$ cat config.mk
export PLATFORM = sky130hd
export DESIGN_NAME = seq_divider_flat
export DESIGN_NICKNAME = d
export VERILOG_FILES = /design/src/rtl/seq_divider_pkg.sv /design/src/rtl/seq_divider_if.sv /design/src/rtl/seq_divider_trial_sub.sv /design/src/rtl/seq_divider.sv /design/src/flat_wrapper.sv
export SDC_FILE = /design/constraint.sdc
export NUM_CORES = 1
export LEC_CHECK = 0
export CORE_MARGIN = 8
export CORE_UTILIZATION = 29
export CTS_BUF_LIST = sky130_fd_sc_hd__clkbuf_2
export CTS_CLUSTER_SIZE = 24
export DETAILED_ROUTE_END_ITERATION = 12
export PLACE_DENSITY = 0.48
export REMOVE_ABC_BUFFERS = 1
export SLEW_MARGIN = 20
export SYNTH_ARGS = -nofsm -noshare
export SYNTH_HDL_FRONTEND = slang
export SYNTH_SLANG_ARGS = --single-unit
$ cat constraint.sdc
create_clock -name clk -period 5.54 [get_ports clk]
set_input_delay 1.385 -clock clk [delete_from_list [all_inputs] [get_ports clk]]
set_output_delay 1.385 -clock clk [all_outputs]
set_load 0.005 [all_outputs]
$ cat src/rtl/seq_divider_pkg.sv
// Shared types and defaults for the sequential restoring divider.
package div_pkg;

    localparam int DEF_WIDTH = 8;

    typedef enum logic [1:0] {
        IDLE = 2'd0,
        CALC = 2'd1,
        DONE = 2'd2
    } state_t;

endpackage

$ cat src/rtl/seq_divider_if.sv
// Request/result bundle for seq_divider: master issues operands, slave returns results.
interface seq_divider_if
    import div_pkg::*;
#(
    parameter int WIDTH = DEF_WIDTH
) ();

    logic             start;
    logic [WIDTH-1:0] dividend;
    logic [WIDTH-1:0] divisor;
    logic             busy;
    logic             done;
    logic [WIDTH-1:0] quotient;
    logic [WIDTH-1:0] remainder;
    logic             div_by_zero;

    modport master (
        output start, dividend, divisor,
        input  busy, done, quotient, remainder, div_by_zero
    );

    modport slave (
        input  start, dividend, divisor,
        output busy, done, quotient, remainder, div_by_zero
    );

endinterface

$ cat src/rtl/seq_divider_trial_sub.sv
// One restoring-division trial: (WIDTH+1)-bit subtract reporting the borrow out.
module trial_sub #(
    parameter int WIDTH = 8
) (
    input  logic [WIDTH:0] minuend,
    input  logic [WIDTH:0] subtrahend,
    output logic [WIDTH:0] diff,
    output logic           borrow
);

    assign {borrow, diff} = {1'b0, minuend} - {1'b0, subtrahend};

endmodule

$ cat src/rtl/seq_divider.sv
// Sequential unsigned restoring divider, one quotient bit per cycle, MSB first.
// Define DIV_ZERO_CHK_EN to short-cut a zero divisor straight to DONE with div_by_zero set.
module seq_divider
    import div_pkg::*;
#(
    parameter int WIDTH = DEF_WIDTH
) (
    input  logic         clk,
    input  logic         rst_n,
    seq_divider_if.slave bus
);

    localparam int CNT_W = $clog2(WIDTH) + 1;

    state_t           state_q, state_d;
    logic [CNT_W-1:0] cnt_q, cnt_d;
    logic [WIDTH-1:0] rem_q, rem_d;
    logic [WIDTH-1:0] dvd_q, dvd_d;
    logic [WIDTH-1:0] dvs_q, dvs_d;
    logic [WIDTH-1:0] quo_q, quo_d;
    logic [WIDTH-1:0] rmd_q, rmd_d;
    logic             busy_q, busy_d;
    logic             done_q, done_d;
    logic             zf_q, zf_d;
    logic             dbz_q, dbz_d;

    logic             zero_skip;
    logic [WIDTH:0]   shifted;
    logic [WIDTH:0]   diff;
    logic             borrow;
    logic             unused_diff_msb;

`ifdef DIV_ZERO_CHK_EN
    assign zero_skip = (bus.divisor == '0);
`else
    assign zero_skip = 1'b0;
`endif

    // Partial remainder is kept WIDTH bits wide; the trial itself runs at WIDTH+1.
    assign shifted = {rem_q, dvd_q[WIDTH-1]};

    trial_sub #(
        .WIDTH (WIDTH)
    ) u_trial_sub (
        .minuend    (shifted),
        .subtrahend ({1'b0, dvs_q}),
        .diff       (diff),
        .borrow     (borrow)
    );

    // A successful trial is always below the divisor, so the top difference bit is never kept.
    assign unused_diff_msb = diff[WIDTH];

    always_comb begin
        state_d = state_q;
        cnt_d   = cnt_q;
        rem_d   = rem_q;
        dvd_d   = dvd_q;
        dvs_d   = dvs_q;
        quo_d   = quo_q;
        rmd_d   = rmd_q;
        zf_d    = zf_q;
        dbz_d   = dbz_q;
        done_d  = 1'b0;

        case (state_q)
            IDLE: begin
                if (bus.start) begin
                    dvd_d   = bus.dividend;
                    dvs_d   = bus.divisor;
                    rem_d   = '0;
                    cnt_d   = '0;
                    zf_d    = zero_skip;
                    state_d = CALC;
                end
            end
            CALC: begin
                if (zf_q) begin
                    state_d = DONE;
                end else begin
                    // dvd_q doubles as the quotient shift register: dividend bits leave at the top.
                    rem_d = borrow ? shifted[WIDTH-1:0] : diff[WIDTH-1:0];
                    dvd_d = {dvd_q[WIDTH-2:0], ~borrow};
                    cnt_d = cnt_q + 1'b1;
                    if (cnt_q == CNT_W'(WIDTH - 1)) begin
                        state_d = DONE;
                    end
                end
            end
            DONE: begin
                done_d  = 1'b1;
                dbz_d   = zf_q;
                quo_d   = zf_q ? '1 : dvd_q;
                rmd_d   = zf_q ? dvd_q : rem_q;
                state_d = IDLE;
            end
            default: begin
                state_d = IDLE;
            end
        endcase

        busy_d = (state_d != IDLE);
    end

    always_ff @(posedge clk or negedge rst_n) begin
        if (!rst_n) begin
            state_q <= IDLE;
            cnt_q   <= '0;
            rem_q   <= '0;
            dvd_q   <= '0;
            dvs_q   <= '0;
            quo_q   <= '0;
            rmd_q   <= '0;
            zf_q    <= 1'b0;
            dbz_q   <= 1'b0;
            busy_q  <= 1'b0;
            done_q  <= 1'b0;
        end else begin
            state_q <= state_d;
            cnt_q   <= cnt_d;
            rem_q   <= rem_d;
            dvd_q   <= dvd_d;
            dvs_q   <= dvs_d;
            quo_q   <= quo_d;
            rmd_q   <= rmd_d;
            zf_q    <= zf_d;
            dbz_q   <= dbz_d;
            busy_q  <= busy_d;
            done_q  <= done_d;
        end
    end

    assign bus.busy        = busy_q;
    assign bus.done        = done_q;
    assign bus.quotient    = quo_q;
    assign bus.remainder   = rmd_q;
    assign bus.div_by_zero = dbz_q;

endmodule
$ cat src/flat_wrapper.sv
// flat-port wrapper written by rule: the top's interface ports become plain ports
module seq_divider_flat import div_pkg::*;
#(
    parameter int WIDTH = DEF_WIDTH
)
  (clk, rst_n, bus_start, bus_dividend, bus_divisor, bus_busy, bus_done, bus_quotient, bus_remainder, bus_div_by_zero);
  seq_divider_if #(.WIDTH(WIDTH)) bus_i ();
  input  logic clk;
  input  logic rst_n;
  input wire logic [$bits(bus_i.start)-1:0] bus_start;
  input wire logic [$bits(bus_i.dividend)-1:0] bus_dividend;
  input wire logic [$bits(bus_i.divisor)-1:0] bus_divisor;
  output wire logic [$bits(bus_i.busy)-1:0] bus_busy;
  output wire logic [$bits(bus_i.done)-1:0] bus_done;
  output wire logic [$bits(bus_i.quotient)-1:0] bus_quotient;
  output wire logic [$bits(bus_i.remainder)-1:0] bus_remainder;
  output wire logic [$bits(bus_i.div_by_zero)-1:0] bus_div_by_zero;
  assign bus_i.start = bus_start;
  assign bus_i.dividend = bus_dividend;
  assign bus_i.divisor = bus_divisor;
  assign bus_busy = bus_i.busy;
  assign bus_done = bus_i.done;
  assign bus_quotient = bus_i.quotient;
  assign bus_remainder = bus_i.remainder;
  assign bus_div_by_zero = bus_i.div_by_zero;
  seq_divider #(.WIDTH(WIDTH)) u_core (.clk(clk), .rst_n(rst_n), .bus(bus_i));
endmodule
==> Changelog: implementation <==
### Implementation results

- Run status: finished clean
- Worst hold path endpoint: u_core.state_q[1]$_DFF_PN0_
- Amount of wire on met2 after detailed routing: 2500 um
- Crit end category: flop
- Clk root buf: sky130_fd_sc_hd__clkbuf_2
- WL/cell: 14.73 um
- Clk pin slew, worst setup/hold paths: 0.24 ns
- Prevailing post-synth register cell: sky130_fd_sc_hd__dfrtp_1
- Critical path arrival: 3.52 ns
- Detailed-routing iteration count for the pre-antenna-repair pass: 5
- Multi-input gates: 154
- Width of the chip: 108.0 um
- Max Freq: ~0.32 GHz
- Ao+oa area frac: between 10% and 20%
- Power Density: between 600 and 700 nW/um^2
- Post-route ant nets: 0
- Overall fraction of global-route tracks in use: under 10%
- Max stage delay cell, worst path: sky130_fd_sc_hd__clkdlybuf4s50_1
- CTS sink count: 48
- Syn. warnings: 0
- Max Transition Viols Final: 0
- Combined area of all synthesized cells: around 2500 sq um
- Combinational family with the most area after synthesis: AND-OR/OR-AND gates
- Total core area: roughly 8000 sq um
-- metrics by stage --
| step | setup slack, ns | hold slack, ns | instance area (sq um) | instances | utilization [%] |
|---|---|---|---|---|---|
| floorplan | 2.901 | 0.4508 | 2372 | 216 | - |
| global placement | 1.947 | 0.4735 | 2874 | 359 | 34.98 |
| global route | 2.196 | 0.5415 | 2963 | 366 | 36.06 |
| detailed placement | 1.863 | 0.4806 | 2874 | 359 | 34.98 |
| CTS | 2.367 | 0.5087 | 2959 | 366 | 36.01 |
| finish | 2.367 | 0.5136 | 2963 | 366 | 36.06 |
-- worst reg2reg max path, delay by kind of cell (launching register included) --
family          cells  cell delay, ns
compound gates      3            0.67
fa+ha+maj           2            0.63
buf+inv             1            0.10
flops               1            0.42
simple gates        2            0.35
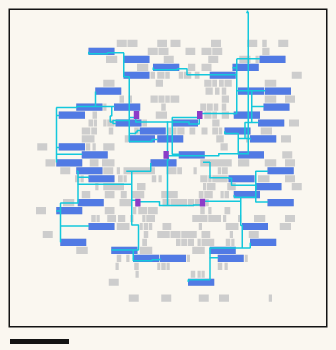
Fig. 1. Clock distribution.
Bar = 20 um.
[flip-flops] blue | count: 48
[clock wires] cyan | length: 691 um
[clock drivers] purple | count: 5
routed clock nets	6

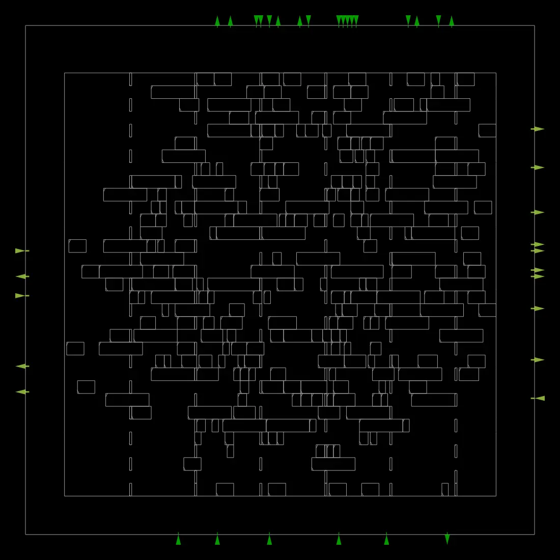
Fig. 2. Cell placement.
cell row count: 33
number of sequential storage elements: 48

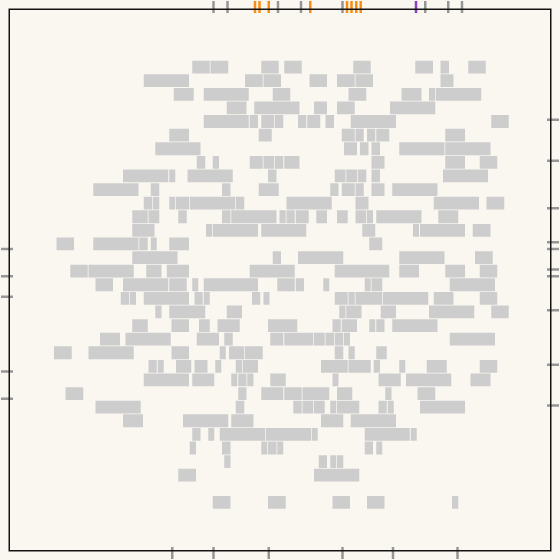
Fig. 3. I/O pins on the die edge.
Pins as bars across the die edge, other pins in grey.
port	colour	pins	direction	edge
bus_dividend	orange	8	input	top
clk	purple	1	input	top

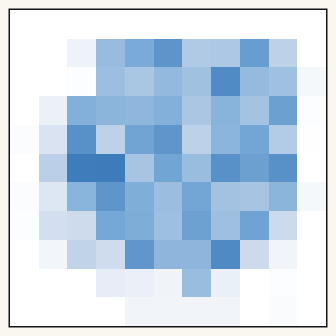
Fig. 4. Local utilization.
The die is cut into 11 by 11 equal tiles; white is low, dark blue is high, 0 to 100% covered.
mean over tiles	24%
fullest tile	70%
nearly empty tiles	33%
densest ninth of the die	middle

No activity file was given, so power comes from the tool's default toggle rates.
